Run 1, logic cells by family:
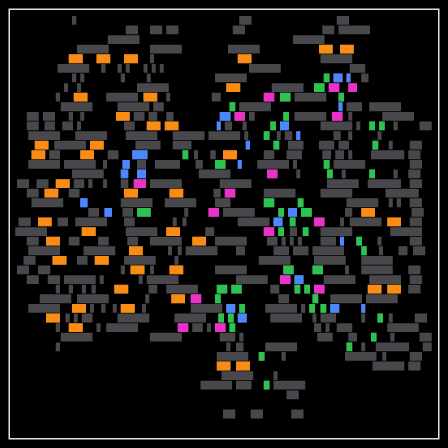
Run 1, sequential cells grouped by signal name:
Other sequential cells in the stronger gray, the rest of the logic in the fainter gray.
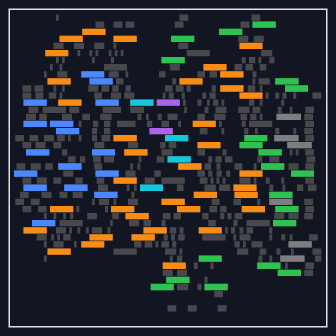
Run 1, clock nets:
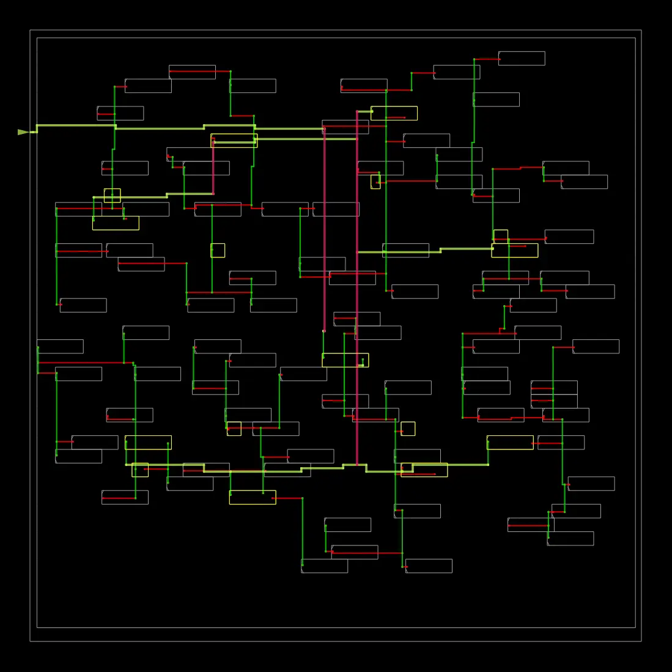
### src/rtl/score_bcd_converter.sv
// Sequential double-dabble binary-to-BCD converter for the score display.
// Re-converts whenever the score changes and drives a leading-zero blank mask.
module score_bcd_converter #(
   parameter int WIDTH  = 16,
   parameter int DIGITS = 5
) (
   input  logic              Clk,
   input  logic              Reset_n,
   input  logic [WIDTH-1:0]  score,
   output logic [3:0]        hex_num_0,
   output logic [3:0]        hex_num_1,
   output logic [3:0]        hex_num_2,
   output logic [3:0]        hex_num_3,
   output logic [3:0]        hex_num_4,
   output logic [DIGITS-1:0] blank,
   output logic              busy,
   output logic              done
);

   localparam int BCDW = 4 * DIGITS;
   localparam int SRW  = BCDW + WIDTH;
   localparam int CNTW = $clog2(WIDTH);

   typedef enum logic [1:0] {
      ST_IDLE  = 2'd0,
      ST_SHIFT = 2'd1,
      ST_DONE  = 2'd2
   } state_t;

   // Double-dabble correction: every nibble holding 5..9 gets +3 before the shift.
   function automatic logic [BCDW-1:0] add3_all(input logic [BCDW-1:0] bcd);
      logic [BCDW-1:0] r;
      r = bcd;
      for (int i = 0; i < DIGITS; i++) begin
         if (r[4*i +: 4] >= 4'd5) begin
            r[4*i +: 4] = r[4*i +: 4] + 4'd3;
         end else begin
            r[4*i +: 4] = r[4*i +: 4];
         end
      end
      return r;
   endfunction

   // Digit i is blanked only when it and every higher digit are zero; digit 0 always shows.
   function automatic logic [DIGITS-1:0] lz_mask(input logic [BCDW-1:0] bcd);
      logic [DIGITS-1:0] m;
      logic              all_zero;
      m        = '0;
      all_zero = 1'b1;
      for (int i = DIGITS - 1; i >= 1; i--) begin
         all_zero = all_zero & (bcd[4*i +: 4] == 4'd0);
         m[i]     = all_zero;
      end
      m[0] = 1'b0;
      return m;
   endfunction

   state_t            state_q;
   logic [CNTW-1:0]   cnt_q;
   logic [SRW-1:0]    shift_q;
   logic [SRW-1:0]    shift_adj_s;
   logic [SRW-1:0]    shift_d;
   logic [WIDTH-1:0]  last_score_q;
   logic [BCDW-1:0]   hex_q;
   logic [DIGITS-1:0] blank_q;
   logic              busy_q;
   logic              done_q;

   // Next value of the shift register for one double-dabble step.
   always_comb begin
      shift_adj_s = {add3_all(shift_q[SRW-1 -: BCDW]), shift_q[WIDTH-1:0]};
      shift_d     = {shift_adj_s[SRW-2:0], 1'b0};
   end

   // Conversion FSM; display registers only change in DONE so no partial result is shown.
   always_ff @(posedge Clk or negedge Reset_n) begin
      if (!Reset_n) begin
         state_q      <= ST_IDLE;
         cnt_q        <= '0;
         shift_q      <= '0;
         last_score_q <= '0;
         hex_q        <= '0;
         blank_q      <= {{(DIGITS-1){1'b1}}, 1'b0};
         busy_q       <= 1'b0;
         done_q       <= 1'b0;
      end else begin
         done_q <= 1'b0;
         case (state_q)
            ST_IDLE: begin
               if (score != last_score_q) begin
                  shift_q      <= {{BCDW{1'b0}}, score};
                  last_score_q <= score;
                  cnt_q        <= '0;
                  busy_q       <= 1'b1;
                  state_q      <= ST_SHIFT;
               end else begin
                  busy_q  <= 1'b0;
                  state_q <= ST_IDLE;
               end
            end
            ST_SHIFT: begin
               shift_q <= shift_d;
               cnt_q   <= cnt_q + CNTW'(1);
               busy_q  <= 1'b1;
               if (cnt_q == CNTW'(WIDTH - 1)) begin
                  state_q <= ST_DONE;
               end else begin
                  state_q <= ST_SHIFT;
               end
            end
            ST_DONE: begin
               hex_q   <= shift_q[SRW-1 -: BCDW];
               blank_q <= lz_mask(shift_q[SRW-1 -: BCDW]);
               done_q  <= 1'b1;
               busy_q  <= 1'b0;
               state_q <= ST_IDLE;
            end
            default: begin
               busy_q  <= 1'b0;
               state_q <= ST_IDLE;
            end
         endcase
      end
   end

   assign hex_num_0 = hex_q[3:0];
   assign hex_num_1 = hex_q[7:4];
   assign hex_num_2 = hex_q[11:8];
   assign hex_num_3 = hex_q[15:12];
   assign hex_num_4 = hex_q[19:16];
   assign blank     = blank_q;
   assign busy      = busy_q;
   assign done      = done_q;

endmodule

### config.mk
export PLATFORM = sky130hd
export DESIGN_NAME = score_bcd_converter
export DESIGN_NICKNAME = d
export VERILOG_FILES = /design/src/rtl/score_bcd_converter.sv
export SDC_FILE = /design/constraint.sdc
export NUM_CORES = 1
export LEC_CHECK = 0
export CAP_MARGIN = 30
export CELL_PAD_IN_SITES_DETAIL_PLACEMENT = 1
export CELL_PAD_IN_SITES_GLOBAL_PLACEMENT = 1
export CORE_UTILIZATION = 28
export CTS_CLUSTER_SIZE = 25
export DETAILED_ROUTE_END_ITERATION = 8
export PLACE_DENSITY_LB_ADDON = 0.25
export SYNTH_ARGS = -nofsm -noshare
export SYNTH_HDL_FRONTEND = slang
export SYNTH_SLANG_ARGS = --single-unit
### constraint.sdc
create_clock -name Clk -period 3.2 [get_ports Clk]
set_input_delay 0.8 -clock Clk [delete_from_list [all_inputs] [get_ports Clk]]
set_output_delay 0.8 -clock Clk [all_outputs]
set_load 0.02 [all_outputs]
==> results_dict.tcl, run 1 <==
# place-and-route summary
set metrics [dict create \
    top_cell "dfrtp_1" \
    power_density_mw_per_mm2 926 \
    layout.nets 439 \
    critPathRequiredTime_ps 3480 \
    outcome "complete, no violations" \
    combinationalPowerShare 0.389 \
    htree_levels 3 \
    ys_seq_frac 0.529 \
    critPathCaptureType "flop" \
    cts_root_buf "clkbuf_16" \
    yosys-stat-cells 361 \
    internal-power_mw 2.92 \
    routed-via-count 2745 \
    slew_headroom 0.579 \
    layout-drive-gt1-share 0.189 \
    synthDominantCellAreaShare 0.503 \
    path_max_fanout 19 \
    path_class "in2reg" \
    initCoreUtil 0.287 \
    wl_per_cell_um 14.3 \
    drc 0 \
    synth-edff-count 0 \
    netSwitchingFraction 0.360 \
    port_buffers 43 \
    synth.cells.most_frequent "dfrtp_1, nand2_1, mux2_2" \
    n_antenna_cell 0 \
    cts_tree "built" \
    flop_cell "dfrtp_1" \
    drt-vias-per-instance 4.64 \
    crit_path_start "score[10]" \
    cts_resized 0 \
    grt_usage 0.131 \
    rr_endpoint "shift_q[21]" \
    rr_worst_depth 7 \
    peakVddDrop_mv 0.394 \
    die_y_um 121 \
    async_flop_share 1.00 \
    die-area_sq_mm 0.0147 \
    path_clk_slew_ps 70 \
    p_sw_mw 1.65 \
    place.gp.congestion 0.737 \
    num_rows 43 \
    seq_power_share 0.397 \
    top_cells_by_area "dfrtp_1, mux2_2, nand2_1" \
    finalMaxSlewViolations 0 \
    antenna_found_initial 0 \
    synth.largest_area_cell "dfrtp_1" \
    reg2reg_slack_ps 1160 \
    post_cts_buffers 0 \
    netlist-cell-type-count 30 \
    drtAntennaViolNets 0 \
    grt_pass1_vias 2866 \
    clock-sinks 84 \
    placed_area_sq_mm 0.00466 \
    grt_max_degree 45 \
    wl_um 8490 \
    min_period_ps 2620 \
    rsz0062_at_grt "false" \
    final_hold_viol_count 0 \
    drt-pass1-iter-count 3 \
    fmax_ghz 0.381 \
    die-width_um 121 \
    drtIter0Drc 107 \
    period_used_share 0.820 \
    synth_area_sq_mm 0.00398 \
    p_total_mw 4.57 \
    yosys_register_bits 84 \
    whs_ps 439 \
    p_leak_nw 2.19 \
    syn_nets 393 \
    io_pins 45 \
    syn_avg_cell_area_sq_um 11.0 \
    start_kind "primary input" \
    yosysWarnings 0 \
    synthCells 361 \
    grt_pass1_wl_um 14600 \
    log.warning_count 34 \
    tightest_slew_ps 631 \
    setup_viol 0 \
    clockBufferDepth 2 \
    stdcell_area_sq_mm 0.00493 \
    clkPwrFrac 0.214 \
    hpwl_um 5930 \
    design.core.area_sq_mm 0.0139 \
    r2r_start "last_score_q[0]" \
    worstHoldPathType "in2async" \
    tns_ps 0 \
    maxCapViolations 0 \
    hold_buffers 0 \
    ys_area_sq_mm 0.00398 \
    grt_remaining_overflow 0 \
    area_growth_pct 23.9 \
    cp.arrival_ps 2910 \
]
## Picture notes: 'logic cells by family'
[orange] mux cells | cells: 43
[magenta] non-inverting ao/oa cells | cells: 16
[green] aoi and oai cells | cells: 46
[blue] nor cells | cells: 23

## Picture notes: 'sequential cells grouped by signal name'
[orange] shift_q | sequential cells: 36
[purple] state_q | sequential cells: 2
[cyan] cnt_q | sequential cells: 4 | where: center
[blue] last_score_q | sequential cells: 16 | where: middle left
[green] hex_q | sequential cells: 20
not colored: 6

## Picture notes: 'clock nets'
clock buf count: 9
CTS buffer count: 9
clk_skew: 8.07 ps
Insertion Delay late pin: 350 ps

-- run 1: routing by layer --
layer | GRT usage | share of wire | wire length (um)
met2 | 0.199 | 0.47 | 3990
met5 | 0 | 0 | 0
met3 | 0.0461 | 0.042 | 358
met1 | 0.170 | 0.47 | 3990
met4 | 0.0509 | 0.018 | 151
-- run 1: power groups by stage --
| stage | sequential [mW] | combinational (mW) | clock (mW) |
|---|---|---|---|
| after global placement | 1.82 | 1.74 | 0 |
| after global routing | 1.88 | 2.01 | 1.07 |
| after CTS | 1.82 | 1.82 | 1.03 |
| final | 1.81 | 1.78 | 0.979 |
| after floorplan | 1.83 | 1.23 | 0 |
| after detailed placement | 1.84 | 1.80 | 0 |
-- run 1: worst max-delay path, stage by stage --
cell and delay (ps):
clkdlybuf4s50_1 470, xor2_1 180, nor4_1 360, nand4_1 230, o21bai_2 260, buf_12 190, buf_4 230, a22o_1 170
-- run 1: placed cells by master, fill, tap and decap left out, types with 2 or more instances in the layout --
cell type	count
a22o_1	14
ha_1	14
clkinvlp_4	4
nand4_1	3
dfstp_2	4
nor4_1	4
a21oi_1	13
xor2_1	16
inv_1	12
buf_12	2
nor3b_1	9
nor2_1	8
o2bb2ai_1	8
buf_4	8
nand2b_1	7
clkbuf_16	9
clkdlybuf4s50_1	42
xnor2_1	5
dfrtp_1	80
o21ai_0	23
nand2_1	70
mux2_2	43
-- run 1: worst max-delay path by stage --
stage / endpoint / slack (ps) / cells past startpoint
finish: shift_q[21] / 580 / 8
global route: shift_q[33] / 480 / 8
CTS: shift_q[21] / 590 / 8
detailed placement: shift_q[1] / 230 / 7
global placement: shift_q[34] / 290 / 8
floorplan: shift_q[10] / 950 / 6
-- run 1: per-stage QoR --
step	cells	utilization	setup slack, ps
2_1_floorplan	361	-	951
3_3_place_gp	575	0.334	292
3_5_place_dp	576	0.335	226
4_1_cts	592	0.356	594
5_1_grt	592	0.356	480
6_report	592	0.356	575
-- run 1: kinds of logic (layout without fill, tap and decap cells) --
family / after synthesis / after routing / synth area share
and+or+nand+nor: 106 / 106 / 0.120
AOI/OAI and AO/OA: 62 / 62 / 0.102
other: 1 / 1 / 0.000942
muxes: 43 / 43 / 0.122
xor gates and xnor gates: 21 / 21 / 0.0462
adders and majority gates: 14 / 14 / 0.0440
buffers and inverters: 30 / 81 / 0.0355
DFF: 84 / 84 / 0.529
-- run 1: final cells by class --
class / count / area (sq um)
clock buffer: 9 / 225
clock inverter: 7 / 52.6
fill: 1574 / 8950
inverter: 12 / 45.0
multi-input combinational: 247 / 1740
sequential: 84 / 2110
tap: 180 / 225
timing repair buffer: 53 / 536
-- run 1: registers in the layout, summed over array words and instances (netlist names) --
| signal | count |
|---|---|
| done | 1 |
| cnt_q | 4 |
| state_q | 2 |
| hex_q | 20 |
| busy | 1 |
| blank | 4 |
| last_score_q | 16 |
| shift_q | 36 |
--- run 2 (diff from run 1) ---
==> constraint.sdc (replaced) <==
create_clock -name Clk -period 2.5 [get_ports Clk]
set_input_delay 0.625 -clock Clk [delete_from_list [all_inputs] [get_ports Clk]]
set_output_delay 0.625 -clock Clk [all_outputs]
set_load 0.02 [all_outputs]
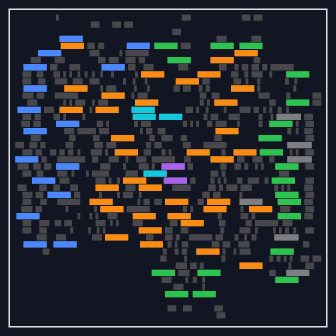
Run 2: sequential cells grouped by signal name
Other sequential cells in the stronger gray, the rest of the logic in the fainter gray.
[blue] last_score_q | sequential cells: 16
[cyan] cnt_q | sequential cells: 4
[orange] shift_q | sequential cells: 36
[purple] state_q | sequential cells: 2
[green] hex_q | sequential cells: 20
not colored: 6

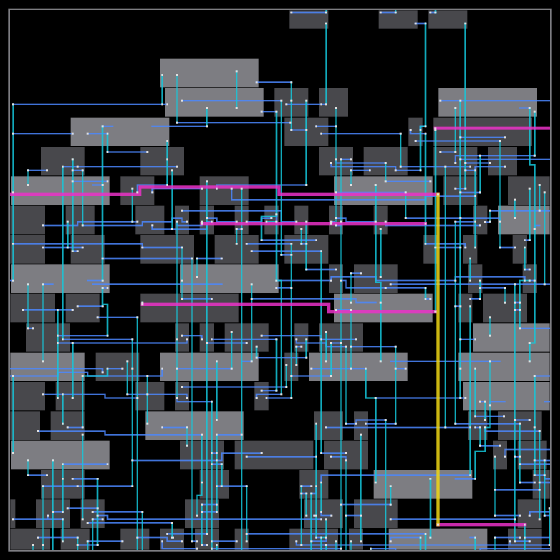
Run 2: a small window of the routed layout
Region (5, 66) to (55, 116) um. Cells in gray, sequential cells in the stronger gray; small squares are vias.
[yellow] M4
[blue] M1
[cyan] M2
[magenta] M3
sequential cells in the window: 20
cells with their middle in the window: 109
netlist names of flops here include: last_score_q (9), shift_q (9), cnt_q (2)
most frequent: nand2_1 (25), dfrtp_1 (20), mux2_2 (18)

==> results_dict.tcl, run 2 <==
# place-and-route summary
set metrics [dict create \
    hpwl_um 6010 \
    reg2reg_slack_ps 420 \
    drt-vias-per-instance 4.51 \
    layout-drive-gt1-share 0.225 \
    antenna_found_initial 0 \
    synth.largest_area_cell "dfrtp_1" \
    tightest_slew_ps 822 \
    drtIter0Drc 77 \
    cp.arrival_ps 2620 \
    synth_area_sq_mm 0.00398 \
    max_stage_delay_ps 440 \
    die-area_sq_mm 0.0147 \
    syn_avg_cell_area_sq_um 11.0 \
    log.warning_count 34 \
    path_clk_slew_ps 60 \
    largest_register "shift_q" \
    final_cells 615 \
    yosys-stat-cells 361 \
    final_core_util 0.371 \
    start_kind "primary input" \
    synth-edff-count 0 \
    die_y_um 121 \
    flop_cell "dfrtp_1" \
    outcome "complete, no violations" \
    fmax_ghz 0.418 \
    wl_um 8500 \
    peakVddDrop_mv 0.474 \
    period_used_share 0.956 \
    drt-pass1-iter-count 4 \
    cp_cell_sequence "clkdlybuf4s50_1, xor2_1, nor4_2, nand4_1, o21bai_4, buf_6, mux2_2" \
    final_common_cell "dfrtp_1" \
    grt_pass1_wl_um 14600 \
    p_leak_nw 2.35 \
    layout_top_cells "dfrtp_1, nand2_1, mux2_2" \
    grt_usage 0.131 \
    r2r_start "last_score_q[6]" \
    finalMaxSlewViolations 0 \
    worstHoldPathType "in2async" \
    stdcell_area_sq_mm 0.00516 \
    drc 0 \
    num_rows 43 \
    routed-via-count 2774 \
    setup_viol 0 \
    insertion_delay_ps 340 \
    port_buffers 43 \
    n_antenna_cell 0 \
    io_pins 45 \
    htree_levels 3 \
    largest_reg_flops 36 \
    critPathRequiredTime_ps 2730 \
    power_density_mw_per_mm2 1160 \
    grt_pass1_vias 2975 \
    initCoreUtil 0.287 \
    placed_cells 596 \
    netlist-cell-type-count 30 \
    yosys_register_bits 84 \
    synth.cells.most_frequent "dfrtp_1, nand2_1, mux2_2" \
    critPathCaptureType "flop" \
    ys_area_sq_mm 0.00398 \
    final_hold_viol_count 0 \
    register_area_sq_mm 0.00211 \
    path_max_fanout 5 \
    ys_seq_frac 0.529 \
    grt_remaining_overflow 0 \
    cts-buffers-inserted 9 \
    cts_root_buf "clkbuf_16" \
    wl_per_cell_um 13.8 \
    crit_path_start "score[5]" \
    clockBufferDepth 2 \
    drtAntennaViolNets 0 \
    path_class "in2reg" \
    grt_max_degree 44 \
    largestRegisters "shift_q: 36 flops, hex_q: 20 flops, last_score_q: 16 flops" \
    top_cell "dfrtp_1" \
    yosysWarnings 0 \
]
[run 2: path summary, 6_finish.rpt]
kind,depth (start not counted),end
worst max register to register,7,shift_q[15]
min in group Clk,2,blank[2]
worst max-delay path,7,shift_q[15]
max in group asynchronous,2,shift_q[5]
worst min-delay path,1,hex_q[11]
worst min register to register,2,blank[2]
[run 2: stage by stage]
stage                     hold slack [ps]  TNS [ps]  setup slack (ps)  total power [mW]
after floorplan                       329         0               426              3.91
after CTS                             281         0              44.2              6.09
final                                 278         0               110              6.00
after detailed placement              451    -13480              -321              4.70
after global placement                448    -12400              -274              4.61
after global routing                  308         0              13.9              6.52
[run 2: worst max-delay path: cells and delay by family]
kind	cells	cell delay, ps
buf+inv	2	600
simple gates	2	590
mux	1	330
compound gates	1	290
xor+xnor	1	180
[run 2: cell families (layout without fill, tap and decap cells)]
group | after synthesis | count (layout) | share of synthesized area
AND/OR/NAND/NOR | 106 | 106 | 0.120
other | 1 | 1 | 0.000942
flip-flops | 84 | 84 | 0.529
adder cells (fa/ha/maj) | 14 | 14 | 0.0440
buffers and inverters | 30 | 104 | 0.0355
AND-OR/OR-AND | 62 | 62 | 0.102
XOR/XNOR | 21 | 21 | 0.0462
multiplexers | 43 | 43 | 0.122
[run 2: layout make-up]
class | instances | area share
Inverter | 12 | 0.00874
Clock inverter | 1 | 0.00582
Clock buffer | 15 | 0.0519
Sequential cell | 84 | 0.409
Multi-Input combinational cell | 247 | 0.341
Timing Repair Buffer | 76 | 0.140
Tap cell | 180 | 0.0437
[run 2: power breakdown]
part,internal [mW],switching (mW)
combinational,1.22,1.11
clock,0.830,0.514
sequential,1.89,0.436
total,3.94,2.06
[run 2: timing repair]
action	CTS	global route
endpoints found under the setup margin	0	34
setup buffers	0	2
resized	0	10
[run 2: per-layer routing]
layer | vias to the layer above | part of all wire | global-route usage
met5 | - | 0 | 0
met4 | 0 | 0.012 | 0.0370
met3 | 9 | 0.042 | 0.0479
met2 | 46 | 0.48 | 0.215
met1 | 1348 | 0.46 | 0.160
li1 | 1371 | - | -
--- run 3 (diff from run 2) ---
--- a/config.mk
+++ b/config.mk
@@ -5,6 +5,7 @@
 export SDC_FILE = /design/constraint.sdc
 export NUM_CORES = 1
 export LEC_CHECK = 0
+export ABC_AREA = 1
 export CAP_MARGIN = 30
 export CELL_PAD_IN_SITES_DETAIL_PLACEMENT = 1
 export CELL_PAD_IN_SITES_GLOBAL_PLACEMENT = 1
@@ -12,6 +13,8 @@
 export CTS_CLUSTER_SIZE = 25
 export DETAILED_ROUTE_END_ITERATION = 8
 export PLACE_DENSITY_LB_ADDON = 0.25
+export RECOVER_POWER = 50
+export SLEW_MARGIN = 20
 export SYNTH_ARGS = -nofsm -noshare
 export SYNTH_HDL_FRONTEND = slang
 export SYNTH_SLANG_ARGS = --single-unit
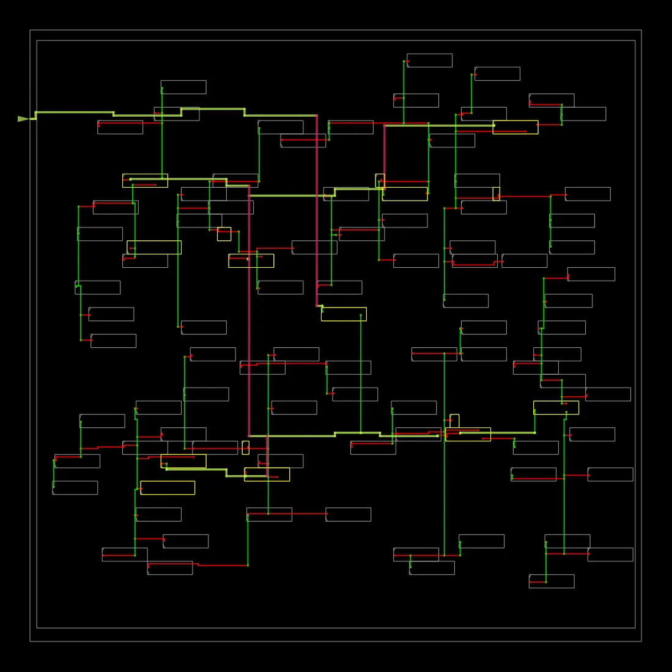
Run 3: clock nets
Flop Count: 84
clock buf count: 11
Clk. pwr: 1.43 mW

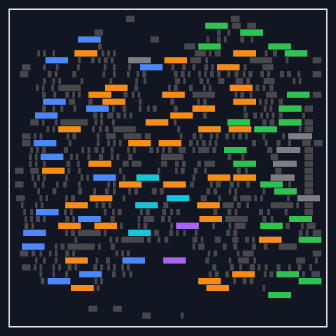
Run 3: sequential cells grouped by signal name
Other sequential cells in the stronger gray, the rest of the logic in the fainter gray.
[blue] last_score_q | sequential cells: 16
[orange] shift_q | sequential cells: 36
[green] hex_q | sequential cells: 20
[purple] state_q | sequential cells: 2
[cyan] cnt_q | sequential cells: 4 | where: center
not colored: 6

==> results_dict.tcl, run 3 <==
# place-and-route summary
set metrics [dict create \
    outcome "finished, violations left" \
    violations "capacitance limit, slew limit" \
    p_leak_nw 2.62 \
    cts_root_buf "clkbuf_16" \
    rr_worst_depth 8 \
    period_used_share 0.838 \
    largestRegisters "shift_q: 36 flops, hex_q: 20 flops, last_score_q: 16 flops" \
    flop_cell "dfrtp_1" \
    n_antenna_cell 0 \
    yosysWarnings 0 \
    synth.largest_area_cell "dfrtp_1" \
    antenna_found_initial 0 \
    top_cell "nand2_1" \
    grt_pass1_wl_um 18100 \
    path_max_fanout 2 \
    final_cells 770 \
    critPathCaptureType "output port" \
    dpl_worst_slack_ps 121 \
    drt-vias-per-instance 4.58 \
    cp_cell_sequence "clkdlybuf4s50_1" \
    netlist-cell-type-count 25 \
    setup_viol 0 \
    grt_usage 0.145 \
    worstHoldPathType "reg2reg" \
    yosys_register_bits 84 \
    grt_pass1_vias 3727 \
    htree_levels 3 \
    start_kind "flop" \
    cp.depth 1 \
    insertion_delay_ps 350 \
    maxCapViolations 1 \
    yosys-stat-cells 539 \
    post_cts_buffers 0 \
    clockBufferDepth 2 \
    drt-pass1-iter-count 4 \
    layout_top_cells "nand2_1, dfrtp_1, o21ai_0" \
    die-area_sq_mm 0.0155 \
    largest_register "shift_q" \
    power_density_mw_per_mm2 1330 \
    max_stage_delay_ps 590 \
    cp.arrival_ps 1470 \
    layout-drive-gt1-share 0.0631 \
    ys_area_sq_mm 0.00420 \
    finalMaxSlewViolations 29 \
    cts_resized 0 \
    peakVddDrop_mv 0.420 \
    die_y_um 125 \
    initCoreUtil 0.288 \
    grt_max_degree 45 \
    drtAntennaViolNets 0 \
    worst-path-buf-inv 1 \
    ys_seq_frac 0.501 \
    path_class "reg2out" \
    drc 0 \
    routed-via-count 3526 \
    hpwl_um 7120 \
    tightest_slew_ps 1610 \
    io_pins 45 \
    syn_avg_cell_area_sq_um 7.80 \
    largest_reg_flops 36 \
    wl_per_cell_um 13.4 \
    cts-buffers-inserted 9 \
    fmax_ghz 0.477 \
    num_rows 44 \
    final_common_cell "nand2_1" \
    grt_remaining_overflow 0 \
]
-- run 3: final timing paths --
| check | startpoint | to | slack, ps |
|---|---|---|---|
| setup / recovery | blank[4] | blank[4] | 410 |
| hold / removal | shift_q[15] | shift_q[16] | 470 |
| setup reg to reg | shift_q[28] | shift_q[29] | 800 |
| hold reg to reg | shift_q[15] | shift_q[16] | 470 |
| max in group asynchronous | Reset_n | last_score_q[11] | 730 |
| min in group asynchronous | Reset_n | hex_q[18] | 680 |
-- run 3: worst reg2reg max path, stage by stage, from the launching register on --
cell,delay [ps]
dfrtp_1,440
inv_1,140
ha_1,200
inv_1,60
nor2_1,140
o21ai_0,180
or2_2,320
nand3_1,70
nand2_1,50
-- run 3: metrics by stage --
stage | instance area [sq um] | hold WS (ps) | power, mW | util
floorplan | 4200 | 329 | 4.46 | -
global placement | 4840 | 458 | 5.34 | 0.332
detailed placement | 4840 | 465 | 5.51 | 0.332
CTS | 5150 | 202 | 6.99 | 0.353
global route | 5150 | 507 | 7.52 | 0.353
finish | 5150 | 473 | 6.86 | 0.353
-- run 3: cell families after synthesis --
logic type               share of synthesized area
AND-OR/OR-AND                                0.103
XOR/XNOR                                   0.00417
adder cells (fa/ha/maj)                     0.0417
buffers and inverters                       0.0824
flip-flops                                   0.501
other                                     0.000892
AND/OR/NAND/NOR                              0.266
-- run 3: cell type report --
type | instances | area [sq um]
timing repair buffer | 53 | 522
multi-input combinational | 372 | 1750
tap | 184 | 230
inverter | 61 | 229
clock inverter | 5 | 77.6
clock buffer | 11 | 233
sequential | 84 | 2110
fill | 1737 | 9440
-- run 3: power breakdown --
group / total (mW) / internal (mW) / switching, mW / leakage [nW]
sequential: 2.45 / 1.99 / 0.455 / 1.03
combinational: 2.98 / 1.19 / 1.80 / 1.45
clock: 1.43 / 0.873 / 0.561 / 0.150
-- run 3: metal layers --
metal,vias to the layer above,global-route usage,share of wire
li1,1781,-,-
met1,1690,0.174,0.47
met2,45,0.252,0.49
met3,10,0.0442,0.031
met4,0,0.0361,0.011
met5,-,0,0

==> gallery <==
Floorplan with the power grid.
Pins as bars on the die edge.
panel A
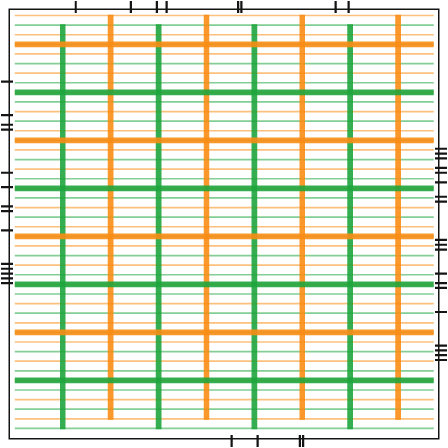
panel B
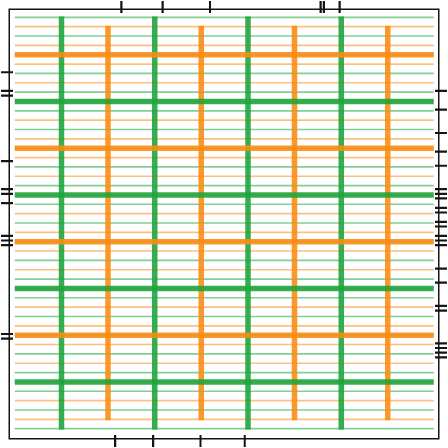
For run 1, see panel A.
For run 3, see panel B.

Power and IR drop assume default switching activity.
